**Floorplan with the power grid**

The bar under the picture is 20 um long. Pins as bars on the die edge.
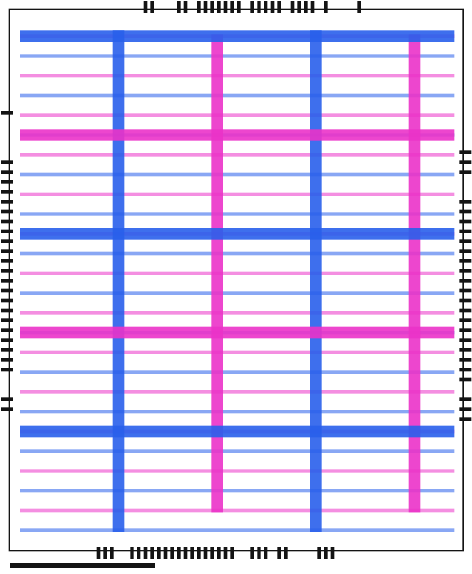
**Cells colored by class**

The bar under the picture is 20 um long.
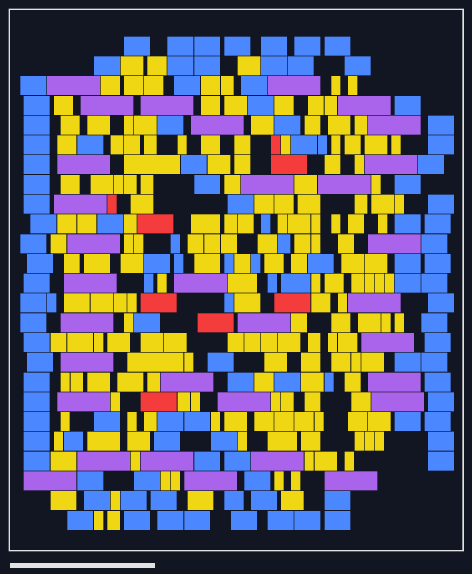
**Routed clock nets over the placement**

The bar under the picture is 20 um long.
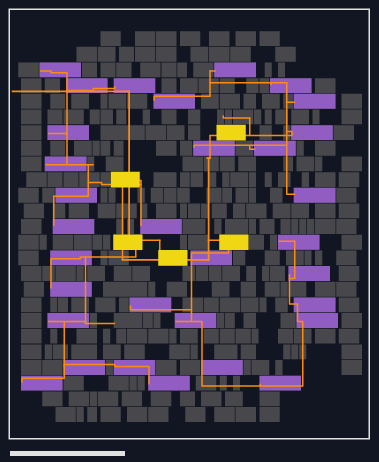
**Signal wires by layer**

Only two layers are drawn.
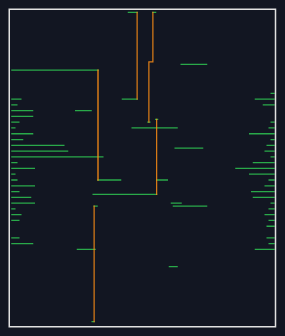
==> config.mk <==
export PLATFORM = sky130hd
export DESIGN_NAME = program_counter
export DESIGN_NICKNAME = d
export VERILOG_FILES = /design/src/rtl/rv_pkg.sv /design/src/rtl/program_counter_pc_next_mux.sv /design/src/rtl/program_counter.sv
export SDC_FILE = /design/constraint.sdc
export NUM_CORES = 1
export LEC_CHECK = 0
export ABC_CLOCK_PERIOD_IN_PS = 5400
export CAP_MARGIN = 20
export CORE_ASPECT_RATIO = 1.2
export CORE_UTILIZATION = 43
export CTS_CLUSTER_SIZE = 28
export DETAILED_ROUTE_END_ITERATION = 10
export GPL_TIMING_DRIVEN = 0
export HOLD_SLACK_MARGIN = 0.08
export PLACE_DENSITY = 0.95
export SYNTH_ARGS = -nofsm -noshare
export SYNTH_HDL_FRONTEND = slang
export SYNTH_SLANG_ARGS = --single-unit
==> constraint.sdc <==
create_clock -name clk_i -period 5.4 [get_ports clk_i]
set_input_delay 1.35 -clock clk_i [delete_from_list [all_inputs] [get_ports clk_i]]
set_output_delay 1.35 -clock clk_i [all_outputs]
set_load 0.005 [all_outputs]
==> src/rtl/rv_pkg.sv <==
// rv_pkg: shared RISC-V core widths, reset vector and address type
package rv_pkg;
    localparam int XLEN = 32;
    localparam logic [XLEN-1:0] RESET_PC_DEFAULT = '0;
    typedef logic [XLEN-1:0] addr_t;
endpackage

==> src/rtl/program_counter_pc_next_mux.sv <==
// pc_next_mux: next-PC select with priority reset > load > sequential
module pc_next_mux import rv_pkg::*; #(
    parameter int WIDTH_P = XLEN,
    parameter logic [WIDTH_P-1:0] RESET_PC_ADDR = RESET_PC_DEFAULT[WIDTH_P-1:0]
) (
    input  logic               rst,
    input  logic               load,
    input  logic [WIDTH_P-1:0] load_val,
    input  logic [WIDTH_P-1:0] pc_plus4,
    output logic [WIDTH_P-1:0] next_pc
);
    // reset wins over a simultaneous load, load wins over fall-through
    always_comb begin
        next_pc = rst ? RESET_PC_ADDR : load ? load_val : pc_plus4;
    end
endmodule

==> src/rtl/program_counter.sv <==
// program_counter: fetch-stage PC register with +4 fall-through adder
module program_counter import rv_pkg::*; #(
    parameter int WIDTH_P = XLEN,
    parameter logic [WIDTH_P-1:0] RESET_PC_ADDR = RESET_PC_DEFAULT[WIDTH_P-1:0]
) (
    input  logic               clk_i,
    input  logic               rst_i,
    input  logic               pc_load_i,
    input  logic [WIDTH_P-1:0] pc_load_val_i,
    output logic [WIDTH_P-1:0] pc_q_o,
    output logic [WIDTH_P-1:0] pc_plus4_o
);
    logic [WIDTH_P-1:0] r_pc;
    logic [WIDTH_P-1:0] w_next_pc;
    logic [WIDTH_P-1:0] w_pc_plus4;

    assign w_pc_plus4 = r_pc + WIDTH_P'(4);
    assign pc_q_o     = r_pc;
    assign pc_plus4_o = w_pc_plus4;

    pc_next_mux #(
        .WIDTH_P       (WIDTH_P),
        .RESET_PC_ADDR (RESET_PC_ADDR)
    ) u_next_mux (
        .rst      (rst_i),
        .load     (pc_load_i),
        .load_val (pc_load_val_i),
        .pc_plus4 (w_pc_plus4),
        .next_pc  (w_next_pc)
    );

    // PC changes on every edge; no enable
    always_ff @(posedge clk_i) begin
        r_pc <= w_next_pc;
    end

`ifndef SYNTHESIS
    logic r_rst_d;

    // remember that the previous edge was a reset edge
    always_ff @(posedge clk_i) begin
        r_rst_d <= rst_i;
    end

    // fall-through output must always track the register
    always_comb begin
        assert (pc_plus4_o == pc_q_o + WIDTH_P'(4));
    end

    // a reset edge must leave the reset vector in the register
    always_ff @(posedge clk_i) begin
        if (r_rst_d) assert (pc_q_o == RESET_PC_ADDR);
    end
`endif
endmodule

==> summary.txt <==
Results of an implementation run.

The run finished with clean final reports. The sequential share of power is 44.6%. The final timing report counts setup violations totalling 0. The largest clock skew in the final design is 5.62 ps. The number of detailed-routing iterations run before antenna repair is 4. The maximum fanout along the worst path is 10. The total internal power is 455 uW. The share of post-route cells with drive strength above 1 is 5.15%.

The final setup TNS is 0 ps. The xor/xnor cell area share of the yosys netlist is 7.01%. On met3, the global router reports a usage of 3.99%.

The finished layout holds 384 standard cells, fillers aside. The worst path uses 78.3% of the clock period. The routed layout has 2,160 vias. Per the timing report, the achievable frequency comes out to 236 MHz.

The maximum buffer depth of the clock tree is 2. The congestion estimate from routability-driven global placement came to 0.807. The depth of the most critical reg-to-reg path is 6.

The dominant register cell is sky130_fd_sc_hd__dfxtp_1. The prevailing logic family in the synthesized netlist is simple AND/OR/NAND/NOR gates. The cell-mix breakdown from Yosys lists the compound-gate area share as 21.2%. The number of synthesized register bits is 32. The number of DRC violations after detailed-routing iteration 0 is 105. The basic-gate share of the synthesized area counting and, or, nand and nor cells is 30.1%. The fraction of met1 tracks used by global routing is 28.4%. The cell area power density is 207 nW/um^2. The first global-routing pass estimated 9.21 mm of wire. The number of global-route vias before repair is 2,039. The placement row count is 25.

The arrival time at the worst endpoint is 2880 ps. Across all stage logs, warnings added up to 26. The report puts the hold buffer count at CTS at 0. The final wirelength is 5.70 mm. The number of enable-type register cells in the synthesized netlist is 0. Per the synthesis report, the adder-cell share of the synthesized area is 0.668%. The path type of the worst setup path is flip-flop to primary output. For this run the aggregate overflow at the end of global routing stands at 0.

Counting every net in the synthesized netlist gives 261. The proportion of synthesized chip area in sequential cells is 34.2%. The kind of cell with the highest combined delay on the critical path is simple AND/OR/NAND/NOR gates. The post-placement worst setup slack is 1480 ps.

Looking at the clock tree report, the root buffer type is sky130_fd_sc_hd__clkbuf_8. The delay of the slowest cell on the worst path is 520 ps. The max-capacitance violation count is 0. The logic depth of the worst setup path including buffers is 7. The proportion of register bits with asynchronous set or reset after synthesis is 0%. The total DRC errors in the routed layout is 0. The most frequent cell on the critical path is sky130_fd_sc_hd__or4_4.
## Picture notes: 'floorplan with the power grid'
Key: VSS = blue; VDD = magenta
5 straps on met5. 4 straps on met4.

## Picture notes: 'cells colored by class'
Key: clock drivers and dummy loads = red [cells 8, share of their area 3.1%]; remaining logic cells = yellow [cells 178, share of their area 40%]; sequential cells = purple [cells 32, share of their area 22%]; remaining buffers and delay cells = blue [cells 112, share of their area 36%]

## Picture notes: 'routed clock nets over the placement'
Key: clock wires = orange [length 460 um]; clock-net drivers = yellow [count 5]; flip-flops = purple [count 32]
Position of the flops: all over the die.

## Picture notes: 'signal wires by layer'
Key: M4 = orange [wire length 118 um]; M3 = green [wire length 265 um]

-- cell usage in the layout (no fill, tap or decap), drive strengths merged, types with 4 or more instances in the layout --
cell,instances
a311oi,12
a21oi,4
nand2,28
inv,6
nor2,19
o31ai,7
and4,4
o21ai,4
buf,7
nor4,5
or4,10
or3,4
nand3,8
nand2b,4
clkdlybuf4s50,97
o21a,16
nor3,4
clkbuf,16
nand4,10
xor2,8
xnor2,7
dfxtp,32
-- power by group through the flow --
stage	logic (mW)	clock network (mW)	registers (mW)
after global routing	0.163	0.207	0.280
after CTS	0.152	0.192	0.277
final	0.151	0.193	0.277
after floorplan	0.0512	0	0.279
after detailed placement	0.151	0	0.281
after global placement	0.149	0	0.280
-- Yosys cell counts (all sizes together) (8+ instances only) --
library cell | instances | area share, %
xor2 | 8 | 3.7
nor2 | 19 | 3.8
nand4 | 10 | 4.9
clkbuf | 8 | 1.6
nand2 | 28 | 5.6
dfxtp | 32 | 34
o21a | 16 | 6.4
a311oi | 12 | 5.6
nand3 | 8 | 2.4
or4 | 10 | 4.4
-- through the flow --
step           utilization (%)  power [mW]  cell area [um^2]
6_report                  73.8       0.621              3000
5_1_grt                   73.8       0.649              3000
4_1_cts                   73.8       0.621              3000
3_5_place_dp              71.6       0.433              2910
3_3_place_gp              71.6       0.429              2910
2_1_floorplan                -       0.330              1870
-- routing by layer --
metal / vias to the layer above / part of all wire (%)
li1: 1048 / -
met1: 1025 / 42
met2: 76 / 51
met3: 11 / 4.6
met4: 0 / 2.1
met5: - / 0
-- final cells by class --
type	instances	area [um^2]	share of cell area, %
clock buffers	8	90.1	3.00
repair buffers	97	971	32.3
well taps	54	67.6	2.25
inverters	7	26.3	0.875
multi-input cells	171	1130	37.8
plain buffers	15	72.6	2.42
flip-flops and latches	32	641	21.3
Power figures rest on the tool's default switching activity, not on a simulated workload.
